<file path="config.mk">
export PLATFORM = sky130hd
export DESIGN_NAME = bus_arbiter
export DESIGN_NICKNAME = d
export VERILOG_FILES = /design/src/rtl/bus_pkg.sv /design/src/rtl/rr_priority_pick.sv /design/src/rtl/bus_arbiter.sv
export SDC_FILE = /design/constraint.sdc
export NUM_CORES = 1
export LEC_CHECK = 0
export CORE_MARGIN = 8
export CORE_UTILIZATION = 40
export DETAILED_ROUTE_END_ITERATION = 16
export HOLD_SLACK_MARGIN = 0.15
export RECOVER_POWER = 50
export REMOVE_ABC_BUFFERS = 1
export SLEW_MARGIN = 25
export SYNTH_ARGS = -nofsm -noshare
export SYNTH_HDL_FRONTEND = slang
export SYNTH_SLANG_ARGS = --single-unit
</file>
<file path="constraint.sdc">
create_clock -name clk -period 6.4 [get_ports clk]
set_clock_uncertainty 0.2 [all_clocks]
set_input_delay 1.28 -clock clk [delete_from_list [all_inputs] [get_ports clk]]
set_output_delay 1.28 -clock clk [all_outputs]
set_load 0.05 [all_outputs]
</file>
<file path="src/rtl/bus_pkg.sv">
// Shared definitions for the serial system bus arbiter: FSM encoding,
// default address-map sizing and the slave index map.
package bus_pkg;

  typedef enum logic [2:0] {
    ST_IDLE    = 3'd0,
    ST_GRANT   = 3'd1,
    ST_ADDR    = 3'd2,
    ST_CONNECT = 3'd3,
    ST_RELEASE = 3'd4
  } bus_state_e;

  localparam int DEF_SLAVE_BITS = 2;
  localparam int DEF_NUM_SLAVES = 3;

  // Slave indices as decoded from the leading serial address bits.
  localparam logic [1:0] SLV_PERIPH   = 2'b00;
  localparam logic [1:0] SLV_UART_MEM = 2'b01;
  localparam logic [1:0] SLV_REGFILE  = 2'b10;

endpackage

</file>
<file path="src/rtl/rr_priority_pick.sv">
// Combinational round-robin selector: first requester after last_owner,
// scanning upward with wrap-around.
module rr_priority_pick #(
  parameter int NUM_MASTERS = 2
) (
  input  logic [NUM_MASTERS-1:0] req,
  input  logic [1:0]             last_owner,
  output logic [1:0]             winner,
  output logic                   found
);

  // Padded to the 4-master maximum so a 2-bit index always fits exactly.
  logic [3:0] req_w;
  assign req_w = 4'(req);

  // Scan last_owner+1 .. last_owner+NUM_MASTERS, keep the first hit.
  always_comb begin
    int pos;
    winner = '0;
    found  = 1'b0;
    pos    = 0;
    for (int k = 0; k < NUM_MASTERS; k++) begin
      pos = int'(last_owner) + 1 + k;
      if (pos >= NUM_MASTERS) pos = pos - NUM_MASTERS;
      if (!found && req_w[2'(pos)]) begin
        found  = 1'b1;
        winner = 2'(pos);
      end
    end
  end

endmodule

</file>
<file path="src/rtl/bus_arbiter.sv">
// Serial system bus arbiter: round-robin ownership, serial slave-address
// capture, one-hot slave select, slave-ready forwarding and timeout abort.
module bus_arbiter
  import bus_pkg::*;
#(
  parameter int NUM_MASTERS = 2,
  parameter int NUM_SLAVES  = DEF_NUM_SLAVES,
  parameter int SLAVE_BITS  = DEF_SLAVE_BITS,
  parameter int TIMEOUT     = 1023
) (
  input  logic                   clk,
  input  logic                   reset,
  input  logic [NUM_MASTERS-1:0] m_bus_req,
  input  logic [NUM_MASTERS-1:0] m_valid_s,
  input  logic [NUM_MASTERS-1:0] m_addr,
  input  logic [NUM_SLAVES-1:0]  s_ready,
  output logic [NUM_MASTERS-1:0] m_bus_ready,
  output logic [1:0]             m_sel,
  output logic [NUM_SLAVES-1:0]  s_sel,
  output logic                   busy,
  output logic                   err_decode,
  output logic                   err_timeout
);

  localparam int              SW      = 1 << SLAVE_BITS;
  localparam int              CW      = $clog2(SLAVE_BITS + 1);
  localparam logic [CW-1:0]   CNT_LST = CW'(SLAVE_BITS - 1);
  localparam logic [9:0]      TO_LAST = 10'(TIMEOUT - 1);

  bus_state_e            state;
  logic [1:0]            owner, last_owner;
  logic [SLAVE_BITS-1:0] slave_idx;
  logic [CW-1:0]         bit_cnt;
  logic [9:0]            wait_cnt;

  logic [1:0]            winner;
  logic                  found;

  rr_priority_pick #(.NUM_MASTERS(NUM_MASTERS)) u_pick (
    .req        (m_bus_req),
    .last_owner (last_owner),
    .winner     (winner),
    .found      (found)
  );

  // Owner-indexed views; padded so the index width matches exactly.
  logic [3:0]    req_w, vld_w, addr_w;
  logic [SW-1:0] rdy_w;
  assign req_w  = 4'(m_bus_req);
  assign vld_w  = 4'(m_valid_s);
  assign addr_w = 4'(m_addr);
  assign rdy_w  = SW'(s_ready);

  logic                  own_req, own_vld, own_rdy;
  logic [SLAVE_BITS-1:0] idx_nxt;
  logic                  addr_done, idx_ok, dec_err, to_err;

  assign own_req   = req_w[owner];
  assign own_vld   = vld_w[owner];
  assign own_rdy   = rdy_w[slave_idx];
  // MSB-first shift; the oldest bit falls off the top.
  assign idx_nxt   = SLAVE_BITS'({slave_idx, addr_w[owner]});
  assign addr_done = own_vld && (bit_cnt == CNT_LST);
  assign idx_ok    = 32'(idx_nxt) < NUM_SLAVES;
  assign dec_err   = (state == ST_GRANT || state == ST_ADDR) && addr_done && !idx_ok;
  assign to_err    = (state == ST_CONNECT) && !own_rdy && (wait_cnt == TO_LAST);

  function automatic logic [NUM_MASTERS-1:0] m_onehot(input logic [1:0] i);
    m_onehot = NUM_MASTERS'(4'b0001 << i);
  endfunction

  function automatic logic [NUM_SLAVES-1:0] s_onehot(input logic [SLAVE_BITS-1:0] i);
    s_onehot = NUM_SLAVES'(SW'(1) << i);
  endfunction

  // Bus ownership FSM; every output is a register updated here.
  always_ff @(posedge clk or negedge reset) begin
    if (!reset) begin
      state       <= ST_IDLE;
      owner       <= '0;
      last_owner  <= 2'(NUM_MASTERS - 1);
      slave_idx   <= '0;
      bit_cnt     <= '0;
      wait_cnt    <= '0;
      m_bus_ready <= '0;
      m_sel       <= '0;
      s_sel       <= '0;
      busy        <= 1'b0;
      err_decode  <= 1'b0;
      err_timeout <= 1'b0;
    end else begin
      // Error pulses are raised even when a request drop wins the exit.
      err_decode  <= dec_err;
      err_timeout <= to_err;
      case (state)
        ST_IDLE: begin
          if (found) begin
            owner       <= winner;
            m_sel       <= winner;
            m_bus_ready <= m_onehot(winner);
            bit_cnt     <= '0;
            busy        <= 1'b1;
            state       <= ST_GRANT;
          end
        end
        ST_GRANT, ST_ADDR: begin
          if (own_vld) begin
            slave_idx <= idx_nxt;
            bit_cnt   <= bit_cnt + 1'b1;
          end
          if (!own_req || dec_err) begin
            m_bus_ready <= '0;
            s_sel       <= '0;
            state       <= ST_RELEASE;
          end else if (own_vld) begin
            m_bus_ready <= '0;
            if (addr_done) begin
              s_sel    <= s_onehot(idx_nxt);
              wait_cnt <= '0;
              state    <= ST_CONNECT;
            end else begin
              state    <= ST_ADDR;
            end
          end
        end
        ST_CONNECT: begin
          if (!own_req || to_err) begin
            m_bus_ready <= '0;
            s_sel       <= '0;
            state       <= ST_RELEASE;
          end else begin
            m_bus_ready <= own_rdy ? m_onehot(owner) : '0;
            wait_cnt    <= own_rdy ? '0 : wait_cnt + 10'd1;
          end
        end
        ST_RELEASE: begin
          m_bus_ready <= '0;
          s_sel       <= '0;
          last_owner  <= owner;
          busy        <= 1'b0;
          state       <= ST_IDLE;
        end
        default: begin
          m_bus_ready <= '0;
          s_sel       <= '0;
          busy        <= 1'b0;
          state       <= ST_IDLE;
        end
      endcase
    end
  end

endmodule

</file>
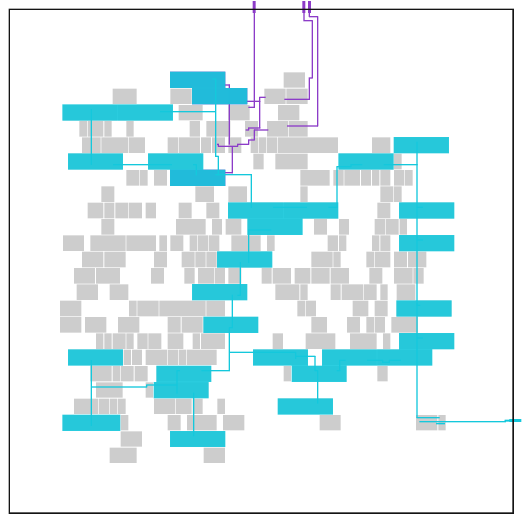
Figure 1: port wiring.
Drawn at 6 px/um.
`reset`: drawn in cyan, bits 1, direction input, end cells 29, buffers 2, wire 254 um. `s_sel`: drawn in purple, bits 3, direction output, end cells 3, buffers 3, wire 102 um.

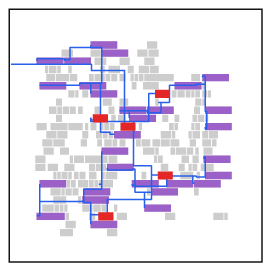
Figure 2: routed clock nets over the placement.
Drawn at 3 px/um.
cells driving clock nets: drawn in red, count 5. flip-flops: drawn in purple, count 29. clock wires: drawn in blue, length 437 um.
There are 6 routed clock nets.

==> job_summary.md <==
### Yosys + OpenROAD results

| Metric | Value |
|---|---|
| Ys async rst share | `1.00` |
| Count of final setup violators | `0` |
| Status | `finished, violations left` |
| Crit path buf inv count | `1` |
| Clock-cell share | `0.0408` |
| Worst skew pair latency | `280 ps` |
| Hold_sp | `wait_cnt[8]` |
| Die width | `83.7 um` |
| Power Density | `412 nW/um^2` |
| Area after DPL | `2040 um^2` |
| Footprint of the multi-input gates | `around 970 um^2` |
| Wire per inst | `15.9 um` |
| Worst hold path class | `reg -> reg` |
| Cells after synthesis | `~190` |
| Root buf cell | `clkbuf_8` |
| Final period utilization | `0.551` |
| Mi-comb count | `136` |
| CTS Sinks | `29` |
| Maximum VDD drop | `roughly 220 uV` |
| Diode count | `0` |
| # Cells Yosys | `a little under 200` |
| Crit path DRT | `6360 ps` |
| Drt pass-1 iters | `4` |
| Worst Path Class, Setup | `in -> reg` |
| Synth Cell Area | `1840 um^2` |
| Worst-margin pin slew | `approximately 1600 ps` |
| RSZ-0062 raised after global routing | `false` |
| Post-synthesis simple-gate area fraction | `0.219` |
| Placed Cells | `255` |
| Commonest cells after routing, fill and taps aside | `dfrtp_1 (28), clkdlybuf4s50_1 (18), inv_1 (17)` |
| Cell area after layout | `2110 um^2` |
| First-pass GRT wire length | `7260 um` |
| Cts bufs inserted | `5` |
| CP arrival | `approximately 3500 ps` |
| CP max-delay cell | `a2111oi_0` |
| Synthesized registers | `29` |
| Yosys stat chip area | `1840 um^2` |
| Vias in the first global route | `1532` |
| Mux area share | `0.0634` |
| Fin nets | `226` |
| Slew Limit Fails | `30` |
| Clock buffer depth | `2` |
| Logic share of the area | `0.458` |
| Max-Slew Margin vs Limit | `-0.0602` |
| Post-cts hold-fix buffer tally | `0` |
| Core Rows | `24` |
| Total Routing Usage GR | `0.123` |
| Top reg by flops | `wait_cnt` |
| Register area | `727 um^2` |
| Violated checks | `capacitance limit, slew limit` |
| DRT iter0 DRCs | `124` |
| Setup total negative slack | `0 ps` |
| CTS H-tree lvls | `2` |
| Delay-heaviest family, CP | `AND-OR/OR-AND gates` |
| Top cell category | `logic gates` |
| Aoi share | `0.204` |
| Post-synth cell types | `about 60` |
| Postcts setup bufs | `0` |
| Post-synth top cells | `dfrtp_1 (28), inv_1 (17), o21ai_0 (14), nand2_1 (12), nor2_1 (8)` |
| GP Congestion | `0.844` |
| MaxCap Viol Count | `1` |
| Ys Warns | `0` |
| P_leak | `0.886 nW` |
| Cell Chain, Critical Path | `dlygate4sd3_1 -> mux2i_1 -> or2_2 -> a2111oi_0 -> o21ai_0 -> o41ai_1` |
| Area Overhead vs Synth | `15.2%` |
| Reg-to-Reg Start | `owner[0]` |
| EDFF count, synth | `0` |
| Peak Freq | `0.283 GHz` |
| Routed Wire Length | `~4200 um` |
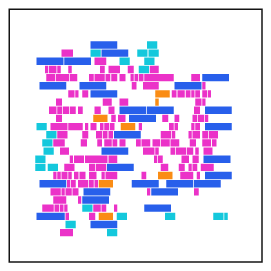
Figure 3: cells coloured by class.
Drawn at 3 px/um.
clock drivers and dummy loads: drawn in orange, cells 7, share of their area 4.2%. other buffers and delay cells: drawn in cyan, cells 21, share of their area 10%. flip-flops: drawn in blue, cells 29, share of their area 35%. all other logic: drawn in magenta, cells 153, share of their area 50%.

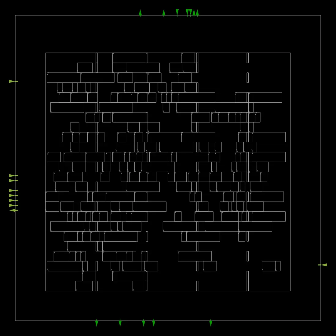
Figure 4: cell placement.
FILL cells: 410
Core Box Area: 4380 um^2

-- per-layer routing --
metal / GRT usage / part of all wire / vias up
met2: 0.204 / 0.51 / 38
met4: 0.0534 / 0.0043 / 0
met5: 0 / 0 / -
met1: 0.149 / 0.44 / 766
li1: - / - / 736
met3: 0.0273 / 0.044 / 2
-- worst register-to-register path, delay by kind of cell, from the launching register on --
kind / cells / cell delay, ps
AND-OR/OR-AND: 3 / 1100
flip-flops: 1 / 510
AND/OR/NAND/NOR: 1 / 330
multiplexers: 1 / 160
-- power breakdown --
group / internal [mW] / total, mW / switching [mW]
Combinational: 0.165 / 0.393 / 0.227
Clock: 0.0851 / 0.151 / 0.0664
Sequential: 0.241 / 0.328 / 0.0869
Total: 0.491 / 0.872 / 0.381
Power and IR drop assume default switching activity.
